[config.mk]
export PLATFORM = sky130hd
export DESIGN_NAME = uart_fifo_flagged_flat
export DESIGN_NICKNAME = d
export VERILOG_FILES = /design/src/rtl/uart_fifo_flagged_if.sv /design/src/rtl/uart_fifo_flagged.sv /design/src/flat_wrapper.sv
export SDC_FILE = /design/constraint.sdc
export NUM_CORES = 1
export LEC_CHECK = 0
export CORE_MARGIN = 10
export CORE_UTILIZATION = 45
export CTS_BUF_LIST = sky130_fd_sc_hd__clkbuf_4
export DETAILED_ROUTE_END_ITERATION = 8
export PLACE_DENSITY_LB_ADDON = 0.25
export SLEW_MARGIN = 20
export SYNTH_ARGS = -nofsm -noshare
export SYNTH_HDL_FRONTEND = slang
export SYNTH_SLANG_ARGS = --single-unit
export TNS_END_PERCENT = 5
[constraint.sdc]
create_clock -name Clock -period 2.7 [get_ports Clock]
set_input_delay 0.405 -clock Clock [delete_from_list [all_inputs] [get_ports Clock]]
set_output_delay 0.405 -clock Clock [all_outputs]
set_load 0.02 [all_outputs]
[src/rtl/uart_fifo_flagged_if.sv]
// Bus-side bundle for uart_fifo_flagged: push/pop handshake, data and status flags.
//   master : producer/consumer side (drives Write/WriteData/Read/ClearErr)
//   slave  : FIFO side (drives ReadData, ReadValid, Count and all status flags)
interface uart_fifo_flagged_if #(
    parameter int unsigned WIDTH     = 8,
    parameter int unsigned ADDR_BITS = 4
);
    logic                 Write;
    logic [WIDTH-1:0]     WriteData;
    logic                 Read;
    logic                 ClearErr;
    logic [WIDTH-1:0]     ReadData;
    logic                 ReadValid;
    logic                 Empty;
    logic                 Full;
    logic                 AlmostFull;
    logic                 AlmostEmpty;
    logic [ADDR_BITS:0]   Count;
    logic                 Overflow;
    logic                 Underflow;

    modport master (
        output Write, WriteData, Read, ClearErr,
        input  ReadData, ReadValid, Empty, Full, AlmostFull, AlmostEmpty,
               Count, Overflow, Underflow
    );

    modport slave (
        input  Write, WriteData, Read, ClearErr,
        output ReadData, ReadValid, Empty, Full, AlmostFull, AlmostEmpty,
               Count, Overflow, Underflow
    );
endinterface

[src/rtl/uart_fifo_flagged.sv]
// Synchronous byte FIFO between the UART baud-rate datapath and the bus side.
// Occupancy count, almost-full/almost-empty thresholds, FWFT or registered read,
// sticky overflow/underflow flags with synchronous clear.
//   Clock  : rising-edge clock
//   ResetN : asynchronous active-low reset
//   bus    : slave side of uart_fifo_flagged_if (handshake, data, status)
module uart_fifo_flagged #(
    parameter int unsigned WIDTH      = 8,
    parameter int unsigned ADDR_BITS  = 4,
    parameter int unsigned AFULL_LVL  = 14,
    parameter int unsigned AEMPTY_LVL = 2,
    parameter int unsigned FWFT       = 1
) (
    input  logic                Clock,
    input  logic                ResetN,
    uart_fifo_flagged_if.slave  bus
);
    localparam int unsigned DEPTH = 1 << ADDR_BITS;
    localparam int unsigned CW    = ADDR_BITS + 1;

    logic [WIDTH-1:0]     mem [DEPTH];
    logic [ADDR_BITS-1:0] wr_ptr_q, wr_ptr_d;
    logic [ADDR_BITS-1:0] rd_ptr_q, rd_ptr_d;
    logic [CW-1:0]        count_q, count_d;
    logic                 empty_q, empty_d;
    logic                 full_q, full_d;
    logic                 afull_q, afull_d;
    logic                 aempty_q, aempty_d;
    logic                 ovf_q, ovf_d;
    logic                 udf_q, udf_d;
    logic                 rd_ok_c, wr_ok_c;

    // Accept decisions and next state; Count alone decides full/empty.
    always_comb begin
        rd_ok_c  = bus.Read & ~empty_q;
        // A push at full is only taken when a pop frees the slot the same cycle.
        wr_ok_c  = bus.Write & (~full_q | bus.Read);

        wr_ptr_d = wr_ptr_q;
        rd_ptr_d = rd_ptr_q;
        if (wr_ok_c) wr_ptr_d = wr_ptr_q + ADDR_BITS'(1);
        if (rd_ok_c) rd_ptr_d = rd_ptr_q + ADDR_BITS'(1);

        count_d  = count_q + CW'(wr_ok_c) - CW'(rd_ok_c);
        empty_d  = (count_d == CW'(0));
        full_d   = (count_d == CW'(DEPTH));
        afull_d  = (count_d >= CW'(AFULL_LVL));
        aempty_d = (count_d <= CW'(AEMPTY_LVL));

        // A fresh error outranks a clear in the same cycle.
        ovf_d = ovf_q;
        if (bus.ClearErr)             ovf_d = 1'b0;
        if (bus.Write & ~wr_ok_c)     ovf_d = 1'b1;
        udf_d = udf_q;
        if (bus.ClearErr)             udf_d = 1'b0;
        if (bus.Read & ~rd_ok_c)      udf_d = 1'b1;
    end

    // Control and status registers.
    always_ff @(posedge Clock or negedge ResetN) begin
        if (!ResetN) begin
            wr_ptr_q <= '0;
            rd_ptr_q <= '0;
            count_q  <= '0;
            empty_q  <= 1'b1;
            full_q   <= 1'b0;
            afull_q  <= 1'b0;
            aempty_q <= 1'b1;
            ovf_q    <= 1'b0;
            udf_q    <= 1'b0;
        end else begin
            wr_ptr_q <= wr_ptr_d;
            rd_ptr_q <= rd_ptr_d;
            count_q  <= count_d;
            empty_q  <= empty_d;
            full_q   <= full_d;
            afull_q  <= afull_d;
            aempty_q <= aempty_d;
            ovf_q    <= ovf_d;
            udf_q    <= udf_d;
        end
    end

    // Storage array, intentionally not reset.
    always_ff @(posedge Clock) begin
        if (wr_ok_c) mem[wr_ptr_q] <= bus.WriteData;
    end

    assign bus.Count       = count_q;
    assign bus.Empty       = empty_q;
    assign bus.Full        = full_q;
    assign bus.AlmostFull  = afull_q;
    assign bus.AlmostEmpty = aempty_q;
    assign bus.Overflow    = ovf_q;
    assign bus.Underflow   = udf_q;

    if (FWFT != 0) begin : g_fwft
        // Head word presented straight from the array.
        assign bus.ReadData  = mem[rd_ptr_q];
        assign bus.ReadValid = ~empty_q;
    end else begin : g_regrd
        logic [WIDTH-1:0] rdata_q;
        logic             rvalid_q;

        // Popped word captured at the edge; held until the next pop.
        always_ff @(posedge Clock or negedge ResetN) begin
            if (!ResetN) begin
                rdata_q  <= '0;
                rvalid_q <= 1'b0;
            end else begin
                rvalid_q <= rd_ok_c;
                if (rd_ok_c) rdata_q <= mem[rd_ptr_q];
            end
        end

        assign bus.ReadData  = rdata_q;
        assign bus.ReadValid = rvalid_q;
    end
endmodule

[src/flat_wrapper.sv]
// flat-port wrapper written by rule: the top's interface ports become plain ports
module uart_fifo_flagged_flat 
#(
    parameter int unsigned WIDTH      = 8,
    parameter int unsigned ADDR_BITS  = 4,
    parameter int unsigned AFULL_LVL  = 14,
    parameter int unsigned AEMPTY_LVL = 2,
    parameter int unsigned FWFT       = 1
)
  (Clock, ResetN, bus_Write, bus_WriteData, bus_Read, bus_ClearErr, bus_ReadData, bus_ReadValid, bus_Empty, bus_Full, bus_AlmostFull, bus_AlmostEmpty, bus_Count, bus_Overflow, bus_Underflow);
  uart_fifo_flagged_if #(.WIDTH(WIDTH), .ADDR_BITS(ADDR_BITS)) bus_i ();
  input  logic Clock;
  input  logic ResetN;
  input wire logic [$bits(bus_i.Write)-1:0] bus_Write;
  input wire logic [$bits(bus_i.WriteData)-1:0] bus_WriteData;
  input wire logic [$bits(bus_i.Read)-1:0] bus_Read;
  input wire logic [$bits(bus_i.ClearErr)-1:0] bus_ClearErr;
  output wire logic [$bits(bus_i.ReadData)-1:0] bus_ReadData;
  output wire logic [$bits(bus_i.ReadValid)-1:0] bus_ReadValid;
  output wire logic [$bits(bus_i.Empty)-1:0] bus_Empty;
  output wire logic [$bits(bus_i.Full)-1:0] bus_Full;
  output wire logic [$bits(bus_i.AlmostFull)-1:0] bus_AlmostFull;
  output wire logic [$bits(bus_i.AlmostEmpty)-1:0] bus_AlmostEmpty;
  output wire logic [$bits(bus_i.Count)-1:0] bus_Count;
  output wire logic [$bits(bus_i.Overflow)-1:0] bus_Overflow;
  output wire logic [$bits(bus_i.Underflow)-1:0] bus_Underflow;
  assign bus_i.Write = bus_Write;
  assign bus_i.WriteData = bus_WriteData;
  assign bus_i.Read = bus_Read;
  assign bus_i.ClearErr = bus_ClearErr;
  assign bus_ReadData = bus_i.ReadData;
  assign bus_ReadValid = bus_i.ReadValid;
  assign bus_Empty = bus_i.Empty;
  assign bus_Full = bus_i.Full;
  assign bus_AlmostFull = bus_i.AlmostFull;
  assign bus_AlmostEmpty = bus_i.AlmostEmpty;
  assign bus_Count = bus_i.Count;
  assign bus_Overflow = bus_i.Overflow;
  assign bus_Underflow = bus_i.Underflow;
  uart_fifo_flagged #(.WIDTH(WIDTH), .ADDR_BITS(ADDR_BITS), .AFULL_LVL(AFULL_LVL), .AEMPTY_LVL(AEMPTY_LVL), .FWFT(FWFT)) u_core (.Clock(Clock), .ResetN(ResetN), .bus(bus_i));
endmodule
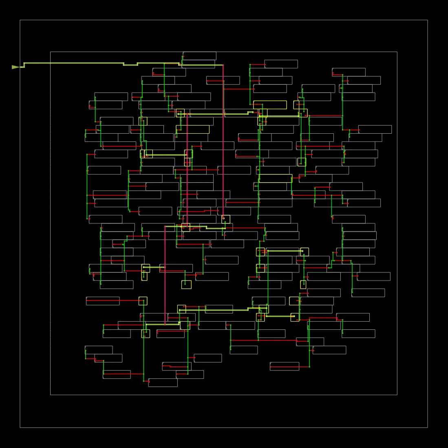
Fig. 1. Clock routing.
clock buffer count from CTS: 17
Clk Latency, worst-skew pair: 520 ps
worst setup skew after layout: 11.7 ps

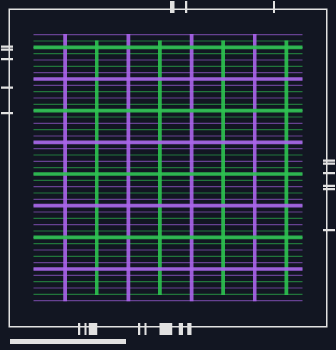
Fig. 2. PDN straps and rails.
Bar = 50 um. Pins as bars on the die edge.
legend:
  purple:
    net: VSS
  green:
    net: VDD
met1 rails: 43
met4 straps: 8
rows: 42
met5 straps: 8
signal pins: 33
maximum ir drop on the vdd rail: 0.000546 V
chip height: 136 um
Core Area: 13,200 sq um
die width: 136 um

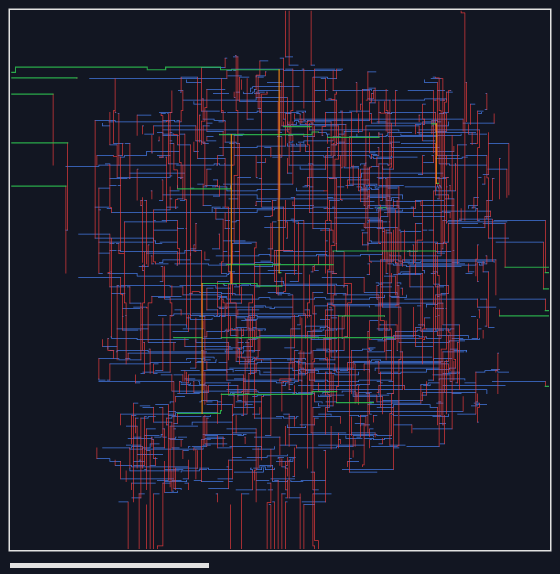
Fig. 3. Metal layers overlaid.
Bar = 50 um.
legend:
  orange:
    layer: metal 4
    wire_length: 136 um
  blue:
    layer: metal 1
    wire_length: 5,010 um
  red:
    layer: metal 2
    wire_length: 5,450 um
  green:
    layer: metal 3
    wire_length: 399 um
wire length after detailed routing: 11.0 mm
average wire per cell in the routed design: 18.8 um

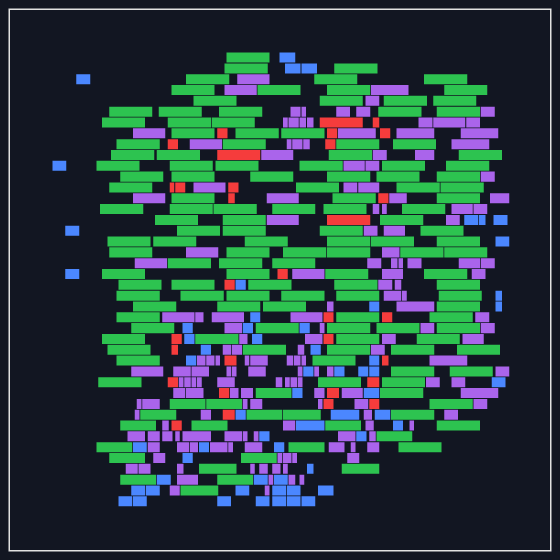
Fig. 4. Placed cells, one colour a class.
legend:
  red:
    class: clock drivers and dummy loads
    cells: 31
    share_of_their_area: 4.2%
  green:
    class: flops
    cells: 147
    share_of_their_area: 62%
  purple:
    class: combinational and other logic
    cells: 170
    share_of_their_area: 25%
  blue:
    class: other buffers and delay cells
    cells: 60
    share_of_their_area: 7.9%

==> changes_impl.md <==
### Implementation results

* Final count of pins violating max slew at 0
* Most common cell in the synthesized netlist: sky130_fd_sc_hd__edfxtp_1
* # nets final at 420
* Drc violations at 0
* Hold Crit Class: primary input to async pin
* Top cell types by occurrence after synthesis: 128 x sky130_fd_sc_hd__edfxtp_1, 32 x sky130_fd_sc_hd__mux2i_1, 17 x sky130_fd_sc_hd__dfrtp_1, 17 x sky130_fd_sc_hd__inv_1, 16 x sky130_fd_sc_hd__mux4_2
* Area of the die at 18,400 sq um
* Crit path setup slack, layout at 68.8 ps
* Critical path launch point type: flip-flop
* Diode count at 0
* Compound-cell area share of the yosys netlist at 0.0606
* Unrepaired setup endpoints after global routing: true
* Area fraction in xor and xnor cells at 0.0145
* Final estimated routing congestion in global placement at about 0.75
* I/O pins at 33
* Global-route wire length before repair at 17.8 mm
* CP Class: flip-flop to output pin
* Fraction of layout instances using a drive strength above 1 at 0.287
* Post-synth EDFFs at 128
* Crit. End Element: output pin
* Post-CTS repair timing setup buffer count at 0
* Largest non-sequential cell family by area: multiplexers
* Final core utilization at 0.541
* Number of failing hold endpoints at the final stage at 0
* Maximum number of buffers from clock root to sink at 2
* F_max at ~0.38 GHz
* Post-Route Setup TNS at 0 ps
* Clock transition at the register clock pins on the worst setup and hold paths after CTS at 120 ps
* Synth top area cells: sky130_fd_sc_hd__edfxtp_1 64%, sky130_fd_sc_hd__dfrtp_1 7.1%, sky130_fd_sc_hd__mux4_2 6.0%, sky130_fd_sc_hd__mux2i_1 5.3%, sky130_fd_sc_hd__a221oi_2 2.2%
* Crit path largest cell delay at 430 ps
* Clock root buffer master: sky130_fd_sc_hd__clkbuf_4
* Crit path DRT at 2300 ps
* Leading register cell type out of synthesis: sky130_fd_sc_hd__edfxtp_1
* Flip-flop and latch count after synthesis at approximately 150
* Commonest non-fill, non-tap cell in the layout: sky130_fd_sc_hd__edfxtp_1
* Synthesis Warnings at 0
* Cell at the slowest stage of the critical path: sky130_fd_sc_hd__dfrtp_2
* Outcome: finished clean
* Overflow after GRT at 0
* Number of warnings in the stage logs at 30
* Clock net sink count at 147
* Number of nets produced by synthesis at 358
[stage by stage]
stage	hold slack (ps)	std cells
6_report	355	584
5_1_grt	364	584
4_1_cts	349	584
3_5_place_dp	535	553
3_3_place_gp	513	553
2_1_floorplan	109	334
[report_power, final]
part	internal [mW]	leakage, nW	switching, mW
sequential	2.82	1.38	0.183
clock	0.633	0.155	0.746
combinational	1.54	0.961	1.95
[what timing repair did]
item,CTS,global route
resized,41,13
cloned,0,0
setup endpoints to repair,8,8
[worst register-to-register path, delay by kind of cell (launching register included)]
family	cells	cell delay, ps
AOI/OAI and AO/OA	2	320
xor gates and xnor gates	1	250
adders and majority gates	3	880
buffers and inverters	1	40
DFF	1	570
and+or+nand+nor	2	350
[per-layer routing]
metal  global-route usage  part of all wire  up-vias
met3               0.0430             0.036       10
li1                     -                 -     1444
met1                0.162              0.46     1570
met2                0.204              0.50       44
met5                    0                 0        -
met4               0.0443             0.012        0
[area by class of cell]
cell class	count	area, sq um
flip-flops and latches	147	4320
clock buffers	17	128
inverters	18	67.6
multi-input cells	152	1690
well taps	176	220
repair buffers	60	548
clock inverters	14	164
fillers	1028	6050
[final timing paths]
check                                          startpoint                         endpoint  slack (ps)  cells after the start
max                        u_core.rd_ptr_q[0]$_DFFE_PN0P_                  bus_ReadData[4]          70                      6
min                                                ResetN  u_core.bus.AlmostFull$_DFF_PN0_         360                      1
max reg2reg                    u_core.bus.Empty$_DFF_PN1_        u_core.bus.Full$_DFF_PN0_         200                      9
min reg2reg                u_core.rd_ptr_q[2]$_DFFE_PN0P_   u_core.rd_ptr_q[2]$_DFFE_PN0P_         550                      1
max in group asynchronous                          ResetN   u_core.rd_ptr_q[2]$_DFFE_PN0P_        1760                      1
min in group Clock                              bus_Write  u_core.bus.Overflow$_DFFE_PN0P_         450                      3
No activity file was given, so power comes from the tool's default toggle rates.
